Fig. 1: run 1, gate families picked out
Bar = 20 um.
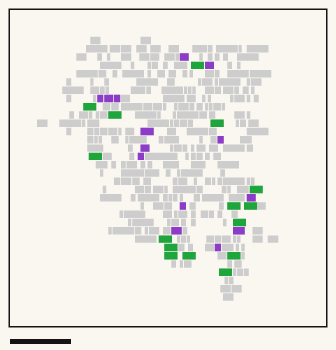
Fig. 2: run 1, routing congestion map
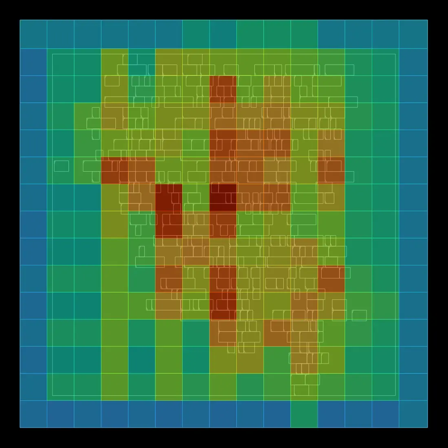
Fig. 3: run 1, register map, names as in the netlist
Bar = 20 um. Other sequential cells in the stronger grey, the rest of the logic in the fainter grey.
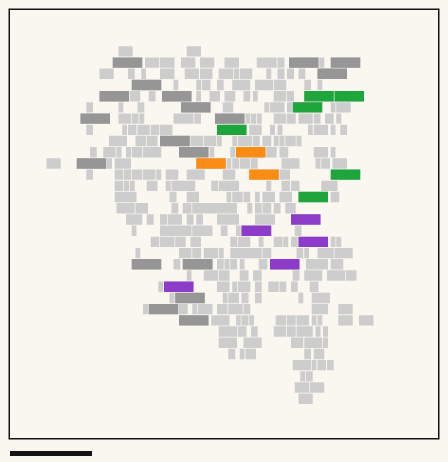
Fig. 4: run 1, close-up of the layout
Bar = 5 um. Region (42, 63) to (62, 83) um. Cells in grey, sequential cells in the stronger grey; small squares are vias.
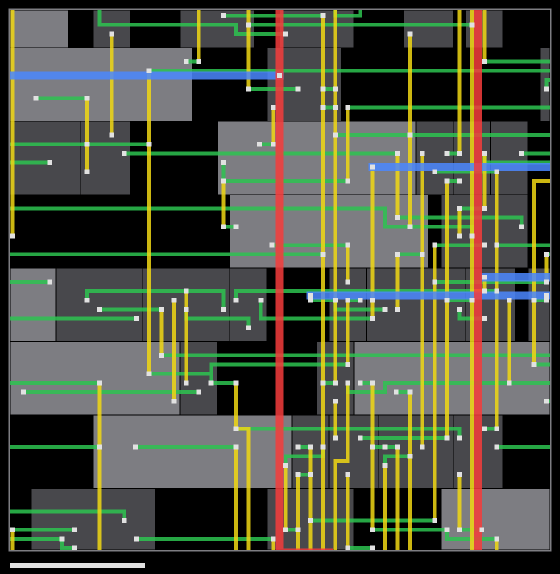
Design cnu_minsum_serial_flat, sky130hd; sources not shown.
==> notes.md, run 1 <==
run metrics: Tool Warnings 28, max cap viols 0, Cell Chain, Critical Path clkdlybuf4s50_1 -> inv_1 -> ha_1 -> nand2b_1 -> nor2_1 -> ha_1 -> nand2b_1 -> o22a_1 -> ha_1 -> nand2_1 -> o211ai_1 -> or2_0 -> o211ai_1 -> and2_1 -> mux2_2 -> inv_1 -> ha_1 -> inv_1 -> o21a_1 -> nand2b_1 -> ha_1 -> o211ai_1 -> or3b_1 -> nand3b_1, Clk pwr share between 30% and 40%, fmax ~0.14 GHz, Synth Area in Simple Gates approximately a quarter, switching part of the total power around a third, power share of the combinational group around a third, CP max FO 14, Compound Share, Synth 24.8%, CP Depth 24, total number of vias between 2000 and 2500, crit start category input pin, synth top area cells dfxtp_1 28%, ha_1 8.1%, a21oi_1 5.4%, mux2i_1 4.8%, nand2_1 4.5%, status finished, final reports clean, skew final between 0.01 and 0.015 ns, top cells by count, synth 32 x dfxtp_1, 28 x nand2_1, 27 x nor2_1, max layer used met4, Arr. time, crit path approximately 7.5 ns, Clock Tree Root clkbuf_8, Buf+Inv Stages, Crit Path 4, critical path required time between 9 and 10 ns, antenna violation net count after detailed routing 0, Mapped Area around 0.0023 sq mm, drt total wl just under 6 mm, pwr dens between 100 and 150 mW/mm^2, Flops 32, CTS tree yes, top_reg_cell synth dfxtp_1, I/O Buffers 18, fp util 30.5%, Internal between 0.2 and 0.3 mW, Net Count, Synth 312, Max VDD drop approximately 0.000067 V, clock sinks 32, well-tap cell count 102, clk latency late pin 0.29 ns, FILL cells approximately 800, R2R cell count 15, FP Rows 32, largest buffer count on any clock path 2, r2r setup slk between 5 and 6 ns, drt first pass iters 4, crit path time final slightly above 7 ns, core area 0.00761 sq mm, ANT cells 0, Slew HR approximately a third, CTS Buf Count 5, final sum of negative setup slack 0 ns, gr usage total between 10% and 20%, Comb gates about 230, yosys xor share under 10%, DR iter-0 viols 68, routed wl met3 150 um, die span in y about 100 um, slowest CP cell or2_0, Die Area roughly 0.011 sq mm, M1 WL 2.78 mm, invs w/o clock 17
Notes on Fig. 1 above:
| colour | family | cells |
|---|---|---|
| purple | AND and OR gates | 14 |
| green | adder and majority cells | 15 |
Comb/total area: 58.0%
fin cells: 407
most common logic cell in the routed design: dfxtp_1

Notes on Fig. 2 above:
Final Util: 35.6%
Wirelength per Cell: 14.2 um

Notes on Fig. 3 above:
| colour | signal | sequential cells |
|---|---|---|
| green | `u_core.r_sign_vec` | 6 |
| orange | `u_core.r_min_idx` | 3 |
| purple | `u_core.r_min2` | 5 |
not coloured: 18
flop share of the area: 23.7%
Flop area: 641 sq um
P_seq: 0.144 mW

Notes on Fig. 4 above:
| colour | layer |
|---|---|
| blue | met3 |
| yellow | met2 |
| red | met4 |
| green | met1 |
sequential cells in the window: 7
most frequent: dfxtp_1 (7), nor2_1 (5), nand2_1 (4)
cells with their middle in the window: 33

[run 1: power groups by stage]
stage,Clock [mW],Combinational [mW],Sequential (mW)
after floorplan,0,0.0880,0.160
after global placement,0,0.130,0.147
after detailed placement,0,0.132,0.147
after CTS,0.128,0.132,0.144
after global routing,0.135,0.147,0.145
final,0.128,0.132,0.144
[run 1: per-stage QoR]
stage	setup slack, ns	utilization, %	power, mW	instance area (sq um)	hold WS (ns)
after global placement	2.40	34.1	0.277	2600	0.448
after detailed placement	2.20	34.1	0.279	2600	0.449
after CTS	2.47	35.6	0.404	2710	0.459
after global routing	1.89	35.6	0.428	2710	0.485
after floorplan	3.68	-	0.248	2320	0.449
final	2.47	35.6	0.405	2710	0.457
Fig. 5: run 1, routed metal, one colour a layer
Bar = 20 um.
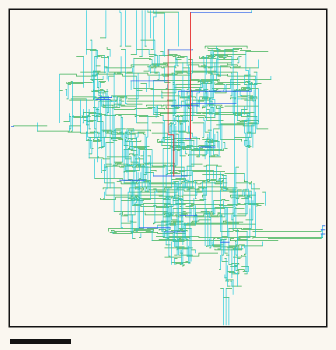

==> inputs of run 2 (changes only) <==
==> constraint.sdc (replaced) <==
create_clock -name clk -period 6.1 [get_ports clk]
set_input_delay 1.22 -clock clk [delete_from_list [all_inputs] [get_ports clk]]
set_output_delay 1.22 -clock clk [all_outputs]
set_load 0.1 [all_outputs]
Fig. 6: run 2, routed metal, one colour a layer
Bar = 20 um.
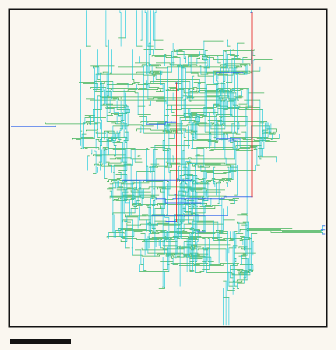
| colour | layer | wire length |
|---|---|---|
| cyan | met2 | 2740 um |
| red | met4 | 106 um |
| blue | met3 | 144 um |
| green | met1 | 2810 um |
gr usage total: 11.1%
Wirelength per Cell: 13.9 um
drt total wl: 5.79 mm
total number of vias: 2144

==> run 2 against run 1 <==
Net effect: sequential share of layout area down 0.64 points; sequential power up 59%; largest cell class unchanged; utilization up 0.99 points; critical path type unchanged; synthesized cell count unchanged; sequential cell count unchanged; critical path depth down 3; worst setup slack worse by 2.1 ns; combinational power up 66%; wire length up 0.10%; clock skew down 0.0040 ns.
==> notes.md, run 2 <==
run metrics: final sum of negative setup slack 0 ns (unchanged), Logic power comb 0.219 mW (+66%), Clock Tree Root clkbuf_8, I/O Buffers 18 (unchanged), flop share of the area 23.0% (-0.64 points), invs w/o clock 17 (unchanged), Comb/total area 56.5% (-1.6 points), die span in y 104 um (unchanged), Buf+Inv Stages, Crit Path 3 (-1), Psw 0.223 mW, Mapped Area 0.00232 sq mm (unchanged), most common logic cell in the routed design dfxtp_1, grt peak-use layer met2, Power Total 0.651 mW (+61%), well-tap cell count 102 (unchanged), routed wl met3 143 um (-4.7%), max cap viols 0 (unchanged), Post-Place Worst Slack 0.154 ns (-2.05 ns), Hold-fix buffers, CTS 0, design area 0.00278 sq mm (+2.8%), top_reg_cell synth dfxtp_1, main power-consuming group sequential cells, critical path required time 6.32 ns (-3.63 ns), endpoint class of the critical path flop, Cell Chain, Critical Path clkdlybuf4s50_1 -> inv_1 -> ha_1 -> nand2b_1 -> nor2_1 -> ha_1 -> nand2b_1 -> o22a_1 -> ha_1 -> and4_1 -> a2111o_1 -> or4_4 -> a31oi_4 -> nor2_2 -> a32oi_2 -> o21a_1 -> nand2b_1 -> ha_1 -> inv_1 -> mux2_2 -> a21oi_1, CTS Buf Count 5 (unchanged), core area 0.00761 sq mm (unchanged), synth top area cells dfxtp_1 28%, ha_1 8.1%, a21oi_1 5.4%, mux2i_1 4.8%, nand2_1 4.5%, endpoints failing setup 0, clock sinks 32 (unchanged), crit path time final between 5 and 6 ns, power share of the combinational group 33.6% (+0.9 points), CP Depth 21 (-13%), Slew HR 34.4% (-0.27 points), Top delay family on crit path AND-OR/OR-AND gates, Flop area 641 sq um (unchanged), Slew Limit Fails 0, Internal 0.428 mW (+62%), yosys stat chip area approximately 0.0023 sq mm, pwr dens 234 mW/mm^2 (+57%), FFs w/ async S/R, synth 0%, antenna violation net count after detailed routing 0 (unchanged), FILL cells 804 (unchanged), Clk pwr share 31.2% (-0.5 points), Max VDD drop 0.0000741 V (+11%), top-count cell post-synth dfxtp_1, Die Area 0.0108 sq mm (unchanged), Gate Count Post-Synth between 200 and 300, worst setup margin 0.398 ns (-2.07 ns), crit start category input pin, Net Count, Synth 312 (unchanged), ANT cells 0 (unchanged), Synthesized registers 32, Final Util 36.5% (+0.99 points), R2R cell count 16 (+1), Flops 32 (unchanged), placed cell areas 0.00267 sq mm (+2.9%), Clock Power 0.203 mW (+59%), largest buffer count on any clock path 2 (unchanged), M1 WL 2.81 mm (+1.0%), clk latency late pin 0.29 ns (about the same), share of cells above drive strength 1 13.0%, Arr. time, crit path 5.92 ns (-1.56 ns), top cells by count, synth 32 x dfxtp_1, 28 x nand2_1, 27 x nor2_1, skew final 0.00657 ns (-0.00398 ns), P_seq 0.229 mW (+59%), most frequent cells in the layout 32 x dfxtp_1, 28 x nand2_1, 27 x nor2_1, Lkg Pwr roughly 1.1 nW, switching part of the total power 34.3% (-0.58 points), DR iter-0 viols 170 (+150%), drt first pass iters 4 (unchanged), top cell category multi-input combinational cells, fp util 30.5% (unchanged), # H-tree levels 2, FP Rows 32 (unchanged), CP max FO 5 (-9), Comb gates 228 (unchanged), global-route track usage on met2 between 10% and 20%, status finished, final reports clean, max layer used met4, fmax around 0.18 GHz, r2r setup slk 2.15 ns (-3.13 ns), Tool Warnings 28 (unchanged), slowest CP cell or4_4, CTS tree yes
## run 2: per-stage QoR
| stage | cells | hold WS (ns) |
|---|---|---|
| 5_1_grt | 417 | 0.506 |
| 2_1_floorplan | 287 | 0.449 |
| 6_report | 417 | 0.459 |
| 3_3_place_gp | 409 | 0.452 |
| 3_5_place_dp | 409 | 0.453 |
| 4_1_cts | 417 | 0.461 |
## run 2: kinds of logic (layout without fill, tap and decap cells)
logic type / Yosys count / count (layout) / synth area share, %
simple gates: 111 / 111 / 25.2
compound gates: 79 / 79 / 24.8
flops: 32 / 32 / 27.6
buf+inv: 27 / 55 / 4.59
fa+ha+maj: 15 / 15 / 8.10
mux: 15 / 15 / 6.70
xor+xnor: 8 / 8 / 3.02
Power figures rest on the tool's default switching activity, not on a simulated workload.
